### src/rtl/cdb_arb.sv
// Common-data-bus arbiter: one small result FIFO per functional unit, a
// round-robin grant among the non-empty FIFOs, and a registered broadcast
// of the granted head onto the CDB.
module cdb_arb #(
  parameter int NREQ   = 4,
  parameter int TAG_W  = 4,
  parameter int QDEPTH = 2
) (
  input  logic                      clk,
  input  logic                      rst,
  input  logic                      flush,
  input  logic [NREQ-1:0]           req_valid,
  input  logic [NREQ*TAG_W-1:0]     req_tag,
  input  logic [NREQ*32-1:0]        req_wdata,
  output logic [NREQ-1:0]           req_ready,
  output logic                      cdb_wr,
  output logic [TAG_W-1:0]          cdb_tag,
  output logic [31:0]               cdb_wdata,
  output logic [$clog2(NREQ)-1:0]   cdb_src,
  output logic                      err_tag0
);

  localparam int SRC_W = $clog2(NREQ);
  localparam int PTR_W = $clog2(QDEPTH);
  localparam int CNT_W = PTR_W + 1;

  // Requester index base+off, wrapped into 0..NREQ-1.
  function automatic logic [SRC_W-1:0] rr_idx(input logic [SRC_W-1:0] base, input int off);
    int s;
    s = int'(base) + off;
    if (s >= NREQ) s = s - NREQ;
    return SRC_W'(s);
  endfunction

  logic [NREQ-1:0]         nonempty;
  logic [NREQ-1:0]         tag0_hit;
  logic [NREQ*TAG_W-1:0]   head_tag_flat;
  logic [NREQ*32-1:0]      head_data_flat;

  logic                    grant_valid;
  logic [SRC_W-1:0]        grant_idx;
  logic [SRC_W-1:0]        prio_q, prio_d;

  logic                    cdb_wr_q;
  logic [TAG_W-1:0]        cdb_tag_q;
  logic [31:0]             cdb_wdata_q;
  logic [SRC_W-1:0]        cdb_src_q;
  logic                    err_tag0_q;

  genvar gi;
  generate
    for (gi = 0; gi < NREQ; gi++) begin : g_fifo
      logic [TAG_W-1:0] tag_mem_q  [QDEPTH];
      logic [31:0]      data_mem_q [QDEPTH];
      logic [PTR_W-1:0] wr_ptr_q, wr_ptr_d;
      logic [PTR_W-1:0] rd_ptr_q, rd_ptr_d;
      logic [CNT_W-1:0] count_q, count_d;
      logic             offer_acc;
      logic             push;
      logic             pop;
      logic [TAG_W-1:0] in_tag;

      assign in_tag        = req_tag[gi*TAG_W +: TAG_W];
      // Ready depends only on the registered count so it never loops through the grant.
      assign req_ready[gi] = (count_q != CNT_W'(QDEPTH)) && !flush;
      assign offer_acc     = req_valid[gi] && req_ready[gi];
      // Tag 0 means "no destination": the offer is consumed but never stored.
      assign push          = offer_acc && (in_tag != '0);
      assign tag0_hit[gi]  = offer_acc && (in_tag == '0);
      assign pop           = grant_valid && (grant_idx == SRC_W'(gi));
      assign nonempty[gi]  = (count_q != '0);

      assign head_tag_flat[gi*TAG_W +: TAG_W] = tag_mem_q[rd_ptr_q];
      assign head_data_flat[gi*32 +: 32]      = data_mem_q[rd_ptr_q];

      // Pointer/count next state; pointers wrap naturally since QDEPTH is a power of two.
      always_comb begin
        wr_ptr_d = wr_ptr_q;
        rd_ptr_d = rd_ptr_q;
        count_d  = count_q;
        if (flush) begin
          wr_ptr_d = '0;
          rd_ptr_d = '0;
          count_d  = '0;
        end else begin
          if (push) wr_ptr_d = wr_ptr_q + 1'b1;
          if (pop)  rd_ptr_d = rd_ptr_q + 1'b1;
          case ({push, pop})
            2'b10:   count_d = count_q + 1'b1;
            2'b01:   count_d = count_q - 1'b1;
            default: count_d = count_q;
          endcase
        end
      end

      // FIFO control registers.
      always_ff @(posedge clk) begin
        if (rst) begin
          wr_ptr_q <= '0;
          rd_ptr_q <= '0;
          count_q  <= '0;
        end else begin
          wr_ptr_q <= wr_ptr_d;
          rd_ptr_q <= rd_ptr_d;
          count_q  <= count_d;
        end
      end

      // FIFO storage; contents are don't-care while count is zero, so no reset.
      always_ff @(posedge clk) begin
        if (push) begin
          tag_mem_q[wr_ptr_q]  <= in_tag;
          data_mem_q[wr_ptr_q] <= req_wdata[gi*32 +: 32];
        end
      end
    end
  endgenerate

  // Round-robin pick: scan from prio upwards; the lowest offset found wins.
  always_comb begin
    grant_valid = 1'b0;
    grant_idx   = '0;
    if (!flush) begin
      for (int i = NREQ - 1; i >= 0; i--) begin
        if (nonempty[rr_idx(prio_q, i)]) begin
          grant_valid = 1'b1;
          grant_idx   = rr_idx(prio_q, i);
        end
      end
    end
  end

  assign prio_d = grant_valid ? rr_idx(grant_idx, 1) : prio_q;

  // Priority pointer, registered broadcast and sticky tag-0 error.
  always_ff @(posedge clk) begin
    if (rst) begin
      prio_q      <= '0;
      cdb_wr_q    <= 1'b0;
      cdb_tag_q   <= '0;
      cdb_wdata_q <= '0;
      cdb_src_q   <= '0;
      err_tag0_q  <= 1'b0;
    end else begin
      prio_q   <= prio_d;
      cdb_wr_q <= grant_valid;
      if (grant_valid) begin
        cdb_tag_q   <= head_tag_flat[grant_idx*TAG_W +: TAG_W];
        cdb_wdata_q <= head_data_flat[grant_idx*32 +: 32];
        cdb_src_q   <= grant_idx;
      end
      if (|tag0_hit) err_tag0_q <= 1'b1;
    end
  end

  assign cdb_wr    = cdb_wr_q;
  assign cdb_tag   = cdb_tag_q;
  assign cdb_wdata = cdb_wdata_q;
  assign cdb_src   = cdb_src_q;
  assign err_tag0  = err_tag0_q;

endmodule

### config.mk
export PLATFORM = sky130hd
export DESIGN_NAME = cdb_arb
export DESIGN_NICKNAME = d
export VERILOG_FILES = /design/src/rtl/cdb_arb.sv
export SDC_FILE = /design/constraint.sdc
export NUM_CORES = 1
export LEC_CHECK = 0
export CAP_MARGIN = 20
export CORE_UTILIZATION = 49
export DETAILED_ROUTE_END_ITERATION = 6
export GPL_ROUTABILITY_DRIVEN = 0
export PLACE_DENSITY_LB_ADDON = 0.15
export SLEW_MARGIN = 10
export SYNTH_ARGS = -nofsm -noshare
export SYNTH_HDL_FRONTEND = slang
export SYNTH_SLANG_ARGS = --single-unit
### constraint.sdc
create_clock -name clk -period 3.25 [get_ports clk]
set_input_delay 0.65 -clock clk [delete_from_list [all_inputs] [get_ports clk]]
set_output_delay 0.65 -clock clk [all_outputs]
set_load 0.005 [all_outputs]
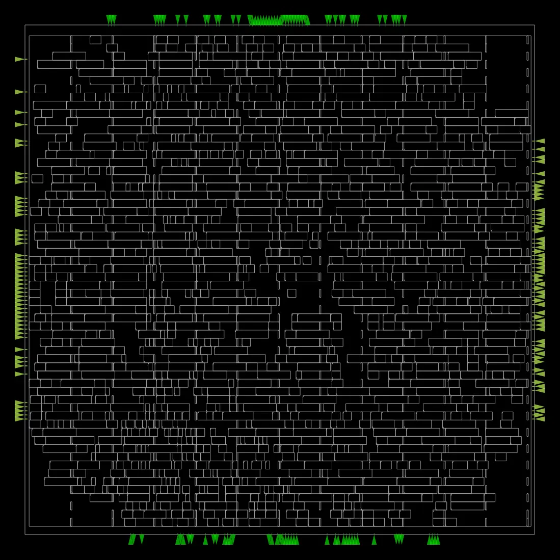
placement.png
final cell count without fillers: 1475
sequential cell area share: 56.5%
registers: 350
final core occ: 64.3%
tap cells: 372

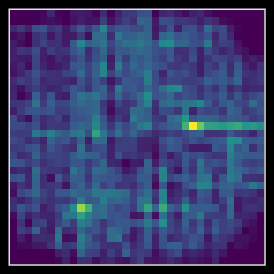
metal_density.png
Drawn at 1.5 px/um. The die is cut into 34 by 34 equal tiles; dark purple is low, yellow is high, scaled to the fullest tile. Values are wire area over tile area, all layers added.
tiles over half the peak: 1.6%
nearly empty tiles: 7.0%
mean over tiles: 0.17

==> impl_metrics.toml <==
# synthesis and place-and-route metrics
[clocking]
clk_latency_ns = 0.52
postCtsSetupBuffers = 0
clk_pin_slew_ns = 0.06
clock_sinks = 350
cts_htree_levels = 2

[min_path]
hold_class = "register to register"

[global_route]
grt_pass1_wl_mm = 46.0
antenna_found_initial = 2

[synth]
adder_share_pct = 0.728
yosys.cell_types.count = 40
yosys.stat.chipArea_sq_um = 13700
ys_ff = 350
top_logic_kind = "multiplexers"
ys_sh_xor_pct = 1.02
ys_seq_share_pct = 71.9
synth.area.mux_share_pct = 13.0
yosysWarnings = 0

[setup_path]
crit_family = "buffers and inverters"
path_class = "input pin to output pin"
path_buffers = 3
max_stage_delay_ns = 0.59
crit_fanout = 7
worstPathRequired_ns = 2.60
regToRegStartpoint = "g_fifo[3].count_q[1]"

[placement]
placed_cells = 1407

[timing]
worst_pin_slew_ns = 0.666
fin_crit_sh_pct = 87.6
setup_viol = 0
hold_viol_final = 0
relSlewSlack_pct = 55.6

[power_and_ir_drop]
power.internal_uw = 7860
p_comb_share_pct = 8.2
cellPowerDensity_nw_per_um2 = 567

[floorplanning]
core_area_sq_um = 27300
chipArea_sq_um = 28700
fp-utilization_pct = 50.4
die_x_um = 170
rows = 60

[finish]
final_cell_mix = "edfxtp_1, clkdlybuf4s50_1, mux2i_1"
drive_above_1_share_pct = 10.3
final_cell_area_sq_um = 17500

[route]
ant_nets = 0
firstDrtPassIters = 5
drc = 0

[run_status]
status = "complete, no violations"

[flow_run]
warning_count = 30
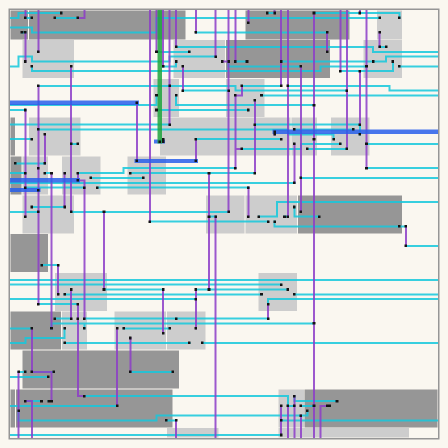
detail.png
Window x 70 to 100, y 70 to 100 um. Cells in grey, sequential cells in the stronger grey; small squares are vias.
legend:
  metal 4:
    colour: green
  metal 1:
    colour: cyan
  metal 2:
    colour: purple
  metal 3:
    colour: blue
most frequent: mux2i_1 (6), a21oi_1 (6), a211oi_1 (6)
sequential cells in the window: 7
netlist names of flops here include: g_fifo.data_mem_q (4), cdb_wdata (3)
cells with their middle in the window: 29

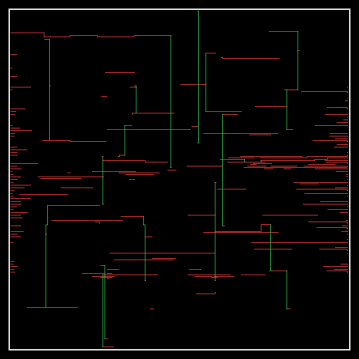
wires.png
Drawn at 2 px/um. Two of the layers only.
legend:
  metal 3:
    colour: red
    wire_length: 2030 um
  metal 4:
    colour: green
    wire_length: 619 um
final WL: 30.7 mm
total number of vias: 7953
post-DR wirelength/cell: 20.8 um

## final timing paths
check                                       endpoint  slack, ns  cells past startpoint
worst max-delay path                    req_ready[0]       0.40                      4
worst min-delay path                      cdb_src[0]       0.48                      2
worst max register to register  g_fifo[1].count_q[1]       0.58                      9
worst min register to register            cdb_src[0]       0.48                      2
## tightest hold or removal path, cell delays in order (launching register included)
cell and delay (ns):
dfxtp_1 0.31, nand2b_1 0.06, a21oi_1 0.06
## metal layers
layer	GRT usage, %	up-vias	part of all wire [%]	wire length, um
met5	0	-	0.026	8
met3	4.34	46	6.6	2030
met2	31.5	260	44	13400
met4	5.68	2	2.0	619
met1	32.8	3885	48	14700
li1	-	3760	-	-
## power by group through the flow
stage	Combinational [uW]	Clock, uW	Sequential [uW]
floorplan	362	0	5160
global placement	800	0	5170
detailed placement	815	0	5170
CTS	819	4090	5080
global route	875	4280	5090
finish	815	4040	5080
## metrics by stage
step	setup WS, ns	utilization [%]	power (uW)	TNS (ns)
after floorplan	-0.143	-	5520	-30.84
after global placement	0.375	59.8	5970	0
after detailed placement	0.350	59.9	5990	0
after CTS	0.398	64.2	9980	0
after global routing	0.329	64.2	10300	0
final	0.404	64.3	9930	0
## area by class of cell
cell class,count,area (sq um)
sequential,350,9890
clock inverter,8,68.8
antenna,1,2.50
inverter,12,45.0
fill,2004,9740
multi-input combinational,442,3580
clock buffer,59,1110
tap,372,465
timing repair buffer,231,2340
## synthesized netlist by cell type, drive strengths merged
cell	instances
dfxtp	62
nor2	68
ha	8
a211oi	34
a41oi	1
a221oi	2
and2	6
a21oi	48
xor2	4
nor4	5
o2111ai	2
nor2b	1
o21bai	2
xnor2	12
a221o	34
mux2	4
o311a	1
edfxtp	288
nand2b	2
clkbuf	26
nand2	1
mux2i	174
buf	27
inv	12
nand3b	4
o21a	1
o31ai	2
or2	3
or4	1
o21ai	8
a31oi	3
or3	4
nand3	7
## cells by family (layout without fill, tap and decap cells)
group | count (synthesis) | after routing
adders and majority gates | 8 | 8
DFF | 350 | 350
other | 0 | 1
muxes | 178 | 178
and+or+nand+nor | 102 | 102
AOI/OAI and AO/OA | 138 | 138
xor gates and xnor gates | 16 | 16
buffers and inverters | 65 | 310
## state kept, by name, indices dropped and copies added (netlist names), 2 cells and up, named ones only
register,flops
g_fifo.tag_mem_q,32
cdb_wdata,32
g_fifo.rd_ptr_q,4
prio_q,2
g_fifo.count_q,8
cdb_tag,4
cdb_src,2
g_fifo.data_mem_q,256
g_fifo.wr_ptr_q,4
Power and IR drop assume default switching activity.
